Figure 1. Close-up of the layout.
Bar = 5 µm. Region (30, 47) to (50, 67) µm. Cells in gray, sequential cells in the stronger gray; small squares are vias.
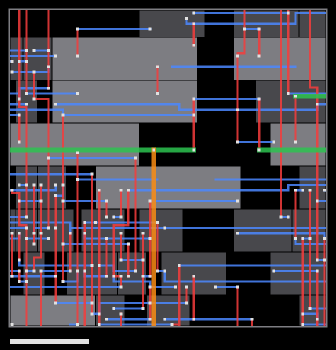
Figure 2. Wiring heat map.
16 x 16 tiles, from white (low) to dark blue (high), scaled to the fullest tile. Values are wire area over tile area, all layers added.
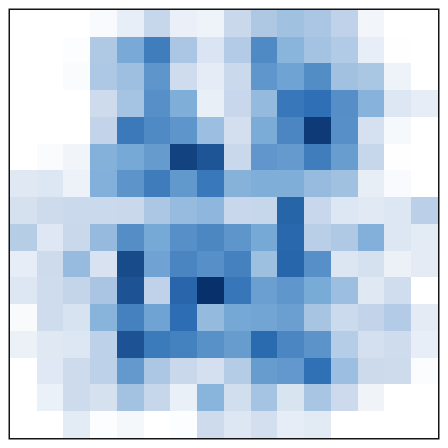
Figure 3. Gate-type map.
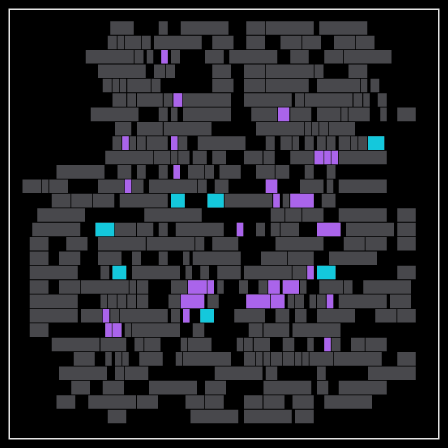
## src/rtl/image_uart_sender_if.sv

```systemverilog
// Controller / frame-buffer bundle for image_uart_sender.
// master = sender side, slave = controller + frame buffer side.
interface image_uart_sender_if #(
  parameter int ADDR_W = 17,
  parameter int PIX_W  = 8
);
  logic              start;
  logic              busy;
  logic              done;
  logic              tx;
  logic              readEnable;
  logic [ADDR_W-1:0] readAddr;
  logic [PIX_W-1:0]  readData;

  modport master (
    input  start,
    input  readData,
    output busy,
    output done,
    output tx,
    output readEnable,
    output readAddr
  );

  modport slave (
    output start,
    output readData,
    input  busy,
    input  done,
    input  tx,
    input  readEnable,
    input  readAddr
  );
endinterface

```

## src/rtl/image_uart_sender.sv

```systemverilog
// Streams a stored frame out as 8N1 UART, one byte per pixel.
// IMAGE_UART_SENDER_HEADER_EN: prefix each frame with sync bytes A5, 5A.
module image_uart_sender #(
  parameter int ADDR_W       = 17,
  parameter int PIX_W        = 8,
  parameter int NUM_PIXELS   = 76800,
  parameter int CLKS_PER_BIT = 434
) (
  input logic                 clock,
  input logic                 reset,
  image_uart_sender_if.master bus
);

  localparam int BAUD_W = $clog2(CLKS_PER_BIT + 1);

  localparam logic [BAUD_W-1:0] BAUD_LAST =
    BAUD_W'(CLKS_PER_BIT - 1);
  localparam logic [ADDR_W-1:0] LAST_PIX =
    ADDR_W'(NUM_PIXELS - 1);
  localparam logic [3:0] STOP_BIT = 4'd9;

`ifdef IMAGE_UART_SENDER_HEADER_EN
  localparam logic [7:0] SYNC0 = 8'hA5;
  localparam logic [7:0] SYNC1 = 8'h5A;
`endif

  typedef enum logic [2:0] {
    S_IDLE,
`ifdef IMAGE_UART_SENDER_HEADER_EN
    S_HDR,
`endif
    S_RD,
    S_LAT,
    S_TX,
    S_FIN
  } state_t;

  state_t state_q, state_d;

  logic [ADDR_W-1:0] cnt_q, cnt_d;
  logic [ADDR_W-1:0] addr_q, addr_d;
  logic [BAUD_W-1:0] baud_q, baud_d;
  logic [3:0]        bit_q, bit_d;
  logic [7:0]        byte_q, byte_d;
`ifdef IMAGE_UART_SENDER_HEADER_EN
  logic              hdr_q, hdr_d;
`endif

  logic              bit_end;
  logic              frame_end;
  logic [BAUD_W-1:0] ser_baud;
  logic [3:0]        ser_bit;
  logic [2:0]        bit_idx;
  logic              ser_tx;
  logic              serializing;

  assign bit_end   = (baud_q == BAUD_LAST);
  assign frame_end = bit_end && (bit_q == STOP_BIT);

  assign ser_baud = bit_end ? '0 : baud_q + BAUD_W'(1);

  always_comb begin
    ser_bit = bit_q;
    if (frame_end) begin
      ser_bit = '0;
    end else if (bit_end) begin
      ser_bit = bit_q + 4'd1;
    end
  end

  // Data bit n sits at frame position n+1; 3-bit wrap maps 8 to 7.
  assign bit_idx = bit_q[2:0] - 3'd1;

  always_comb begin
    ser_tx = byte_q[bit_idx];
    unique case (1'b1)
      (bit_q == 4'd0):     ser_tx = 1'b0;
      (bit_q == STOP_BIT): ser_tx = 1'b1;
      default:             ser_tx = byte_q[bit_idx];
    endcase
  end

  always_comb begin
    serializing = (state_q == S_TX);
`ifdef IMAGE_UART_SENDER_HEADER_EN
    if (state_q == S_HDR) begin
      serializing = 1'b1;
    end
`endif
  end

  always_ff @(posedge clock or posedge reset) begin
    if (reset) begin
      state_q <= S_IDLE;
      cnt_q   <= '0;
      addr_q  <= '0;
      baud_q  <= '0;
      bit_q   <= '0;
      byte_q  <= '0;
`ifdef IMAGE_UART_SENDER_HEADER_EN
      hdr_q   <= 1'b0;
`endif
    end else begin
      state_q <= state_d;
      cnt_q   <= cnt_d;
      addr_q  <= addr_d;
      baud_q  <= baud_d;
      bit_q   <= bit_d;
      byte_q  <= byte_d;
`ifdef IMAGE_UART_SENDER_HEADER_EN
      hdr_q   <= hdr_d;
`endif
    end
  end

  always_comb begin
    state_d = state_q;
    cnt_d   = cnt_q;
    addr_d  = addr_q;
    baud_d  = baud_q;
    bit_d   = bit_q;
    byte_d  = byte_q;
`ifdef IMAGE_UART_SENDER_HEADER_EN
    hdr_d   = hdr_q;
`endif
    unique case (state_q)
      S_IDLE: begin
        if (bus.start) begin
          cnt_d  = '0;
          baud_d = '0;
          bit_d  = '0;
`ifdef IMAGE_UART_SENDER_HEADER_EN
          byte_d  = SYNC0;
          hdr_d   = 1'b0;
          state_d = S_HDR;
`else
          state_d = S_RD;
`endif
        end
      end
`ifdef IMAGE_UART_SENDER_HEADER_EN
      S_HDR: begin
        baud_d = ser_baud;
        bit_d  = ser_bit;
        if (frame_end) begin
          if (hdr_q) begin
            state_d = S_RD;
          end else begin
            hdr_d  = 1'b1;
            byte_d = SYNC1;
          end
        end
      end
`endif
      S_RD: begin
        addr_d  = cnt_q;
        state_d = S_LAT;
      end
      S_LAT: begin
        byte_d  = bus.readData[PIX_W-1 -: 8];
        baud_d  = '0;
        bit_d   = '0;
        state_d = S_TX;
      end
      S_TX: begin
        baud_d = ser_baud;
        bit_d  = ser_bit;
        if (frame_end) begin
          if (cnt_q == LAST_PIX) begin
            state_d = S_FIN;
          end else begin
            cnt_d   = cnt_q + ADDR_W'(1);
            state_d = S_RD;
          end
        end
      end
      S_FIN: begin
        state_d = S_IDLE;
      end
      default: begin
        state_d = S_IDLE;
      end
    endcase
  end

  assign bus.busy       = (state_q != S_IDLE) &&
                          (state_q != S_FIN);
  assign bus.done       = (state_q == S_FIN);
  assign bus.readEnable = (state_q == S_RD);
  // Address shows the live counter only while reading.
  assign bus.readAddr   = (state_q == S_RD) ? cnt_q : addr_q;
  assign bus.tx         = serializing ? ser_tx : 1'b1;

endmodule

```

## src/flat_wrapper.sv

```systemverilog
// flat-port wrapper written by rule: the top's interface ports become plain ports
module image_uart_sender_flat 
#(
  parameter int ADDR_W       = 17,
  parameter int PIX_W        = 8,
  parameter int NUM_PIXELS   = 76800,
  parameter int CLKS_PER_BIT = 434
)
  (clock, reset, bus_start, bus_readData, bus_busy, bus_done, bus_tx, bus_readEnable, bus_readAddr);
  image_uart_sender_if #(.ADDR_W(ADDR_W), .PIX_W(PIX_W)) bus_i ();
  input logic clock;
  input logic reset;
  input wire logic [$bits(bus_i.start)-1:0] bus_start;
  input wire logic [$bits(bus_i.readData)-1:0] bus_readData;
  output wire logic [$bits(bus_i.busy)-1:0] bus_busy;
  output wire logic [$bits(bus_i.done)-1:0] bus_done;
  output wire logic [$bits(bus_i.tx)-1:0] bus_tx;
  output wire logic [$bits(bus_i.readEnable)-1:0] bus_readEnable;
  output wire logic [$bits(bus_i.readAddr)-1:0] bus_readAddr;
  assign bus_i.start = bus_start;
  assign bus_i.readData = bus_readData;
  assign bus_busy = bus_i.busy;
  assign bus_done = bus_i.done;
  assign bus_tx = bus_i.tx;
  assign bus_readEnable = bus_i.readEnable;
  assign bus_readAddr = bus_i.readAddr;
  image_uart_sender #(.ADDR_W(ADDR_W), .PIX_W(PIX_W), .NUM_PIXELS(NUM_PIXELS), .CLKS_PER_BIT(CLKS_PER_BIT)) u_core (.clock(clock), .reset(reset), .bus(bus_i));
endmodule
```

## config.mk

```make
export PLATFORM = sky130hd
export DESIGN_NAME = image_uart_sender_flat
export DESIGN_NICKNAME = d
export VERILOG_FILES = /design/src/rtl/image_uart_sender_if.sv /design/src/rtl/image_uart_sender.sv /design/src/flat_wrapper.sv
export SDC_FILE = /design/constraint.sdc
export NUM_CORES = 1
export LEC_CHECK = 0
export ABC_CLOCK_PERIOD_IN_PS = 3800
export CAP_MARGIN = 20
export CORE_MARGIN = 2
export CORE_UTILIZATION = 50
export CTS_CLUSTER_SIZE = 30
export DETAILED_ROUTE_END_ITERATION = 8
export PLACE_DENSITY = 0.72
export SLEW_MARGIN = 20
export SYNTH_ARGS = -nofsm -noshare
export SYNTH_HDL_FRONTEND = slang
export SYNTH_SLANG_ARGS = --single-unit
```

## constraint.sdc

```tcl
create_clock -name clock -period 3.8 [get_ports clock]
set_input_delay 0.76 -clock clock [delete_from_list [all_inputs] [get_ports clock]]
set_output_delay 0.76 -clock clock [all_outputs]
set_load 0.01 [all_outputs]
```

==> run summary <==
Mean Syn Cell Area -> 10.8 µm²
Leakage -> 1.41 nW
Power Dens Cells -> 335 mW/mm²
Flop pwr share -> 0.528
Sw frac -> 0.214
Crit path kind -> register to output pin
FF+latch count, synth -> 58
Dominant kind of combinational cell -> simple AND/OR/NAND/NOR gates
Non-clock inverter count -> 8
Crit path capture -> bus_tx
Area growth syn-to-layout -> 19.2%
Min Tclk post-route -> 3220 ps
Clk. pwr -> 527 µW
Routed Antenna Nets -> 0
Cell area after synthesis -> 0.00296 mm²
Fin Hold WS -> 488 ps
Fp_density -> 0.509
Final HPWL DP -> 4040 µm
Actual slew at the worst max-slew pin -> 739 ps
Clk ins delay skew pair -> 340 ps
Final Skew -> 6.57 ps
Post-route cell area -> 0.00353 mm²
Io pins -> 32
WHS Path Cells -> 1
Maximum VDD drop -> 0.191 mV
XORs/XNORs by Area -> 0.00296
Status -> finished, final reports clean
Clk pwr share -> 0.446
Leading cell kind -> sequential cells
Via density -> 5.79
Synth top cell by count -> dfrtp_1
# port buffers -> 31
Root buffer cell -> clkbuf_8
First-pass GRT wire length -> 9850 µm
Hold buffer count at CTS -> 0
Non-clk buf share -> 0.102
Fmax -> 310 MHz
Post-synthesis sequential area ratio -> 0.490
Critical Path Source -> u_core.bit_q[0]
Most numerous logic cells after layout -> dfrtp_1 (58), clkdlybuf4s50_1 (31), nand2_1 (29), mux2_2 (26), o21ai_0 (24)
YS chip area -> 0.00296 mm²
# Cells Yosys -> 274
Area leader share -> 0.490
Top delay family on crit path -> buffers and inverters
DRC -> 0
Busiest grt layer -> met2
Combinational Power Share -> 0.026
R2R Setup Slk -> 1300 ps
Back to the opening pictures, Figure 1:
[green] met3
[red] met2
[orange] met4
[blue] met1
netlist names of flops here include: u_core.baud_q (4), u_core.byte_q (2)
cells with their middle in the window: 28
sequential cells in the window: 6
most frequent: dfrtp_1 (6), o21ai_0 (3)

Back to the opening pictures, Figure 2:
emptiest ninth of the die: top left
mean over tiles: 0.14
nearly empty tiles: 15%
densest ninth of the die: middle
fullest tile: 0.44
Total GRT Usage: 0.198
routed via count: 2253
WL final: 5900 µm
wire per inst: 15.2 µm

Back to the opening pictures, Figure 3:
[cyan] AND-OR and OR-AND gates | cells: 7 | most used: o21a_1
[purple] NOR gates | cells: 29 | most used: nor2_1
Final Instance Count excl. Fillers: 389
logic share of the area: 0.402
highest-count logic cell in the final layout: dfrtp_1

No activity file was given, so power comes from the tool's default toggle rates.
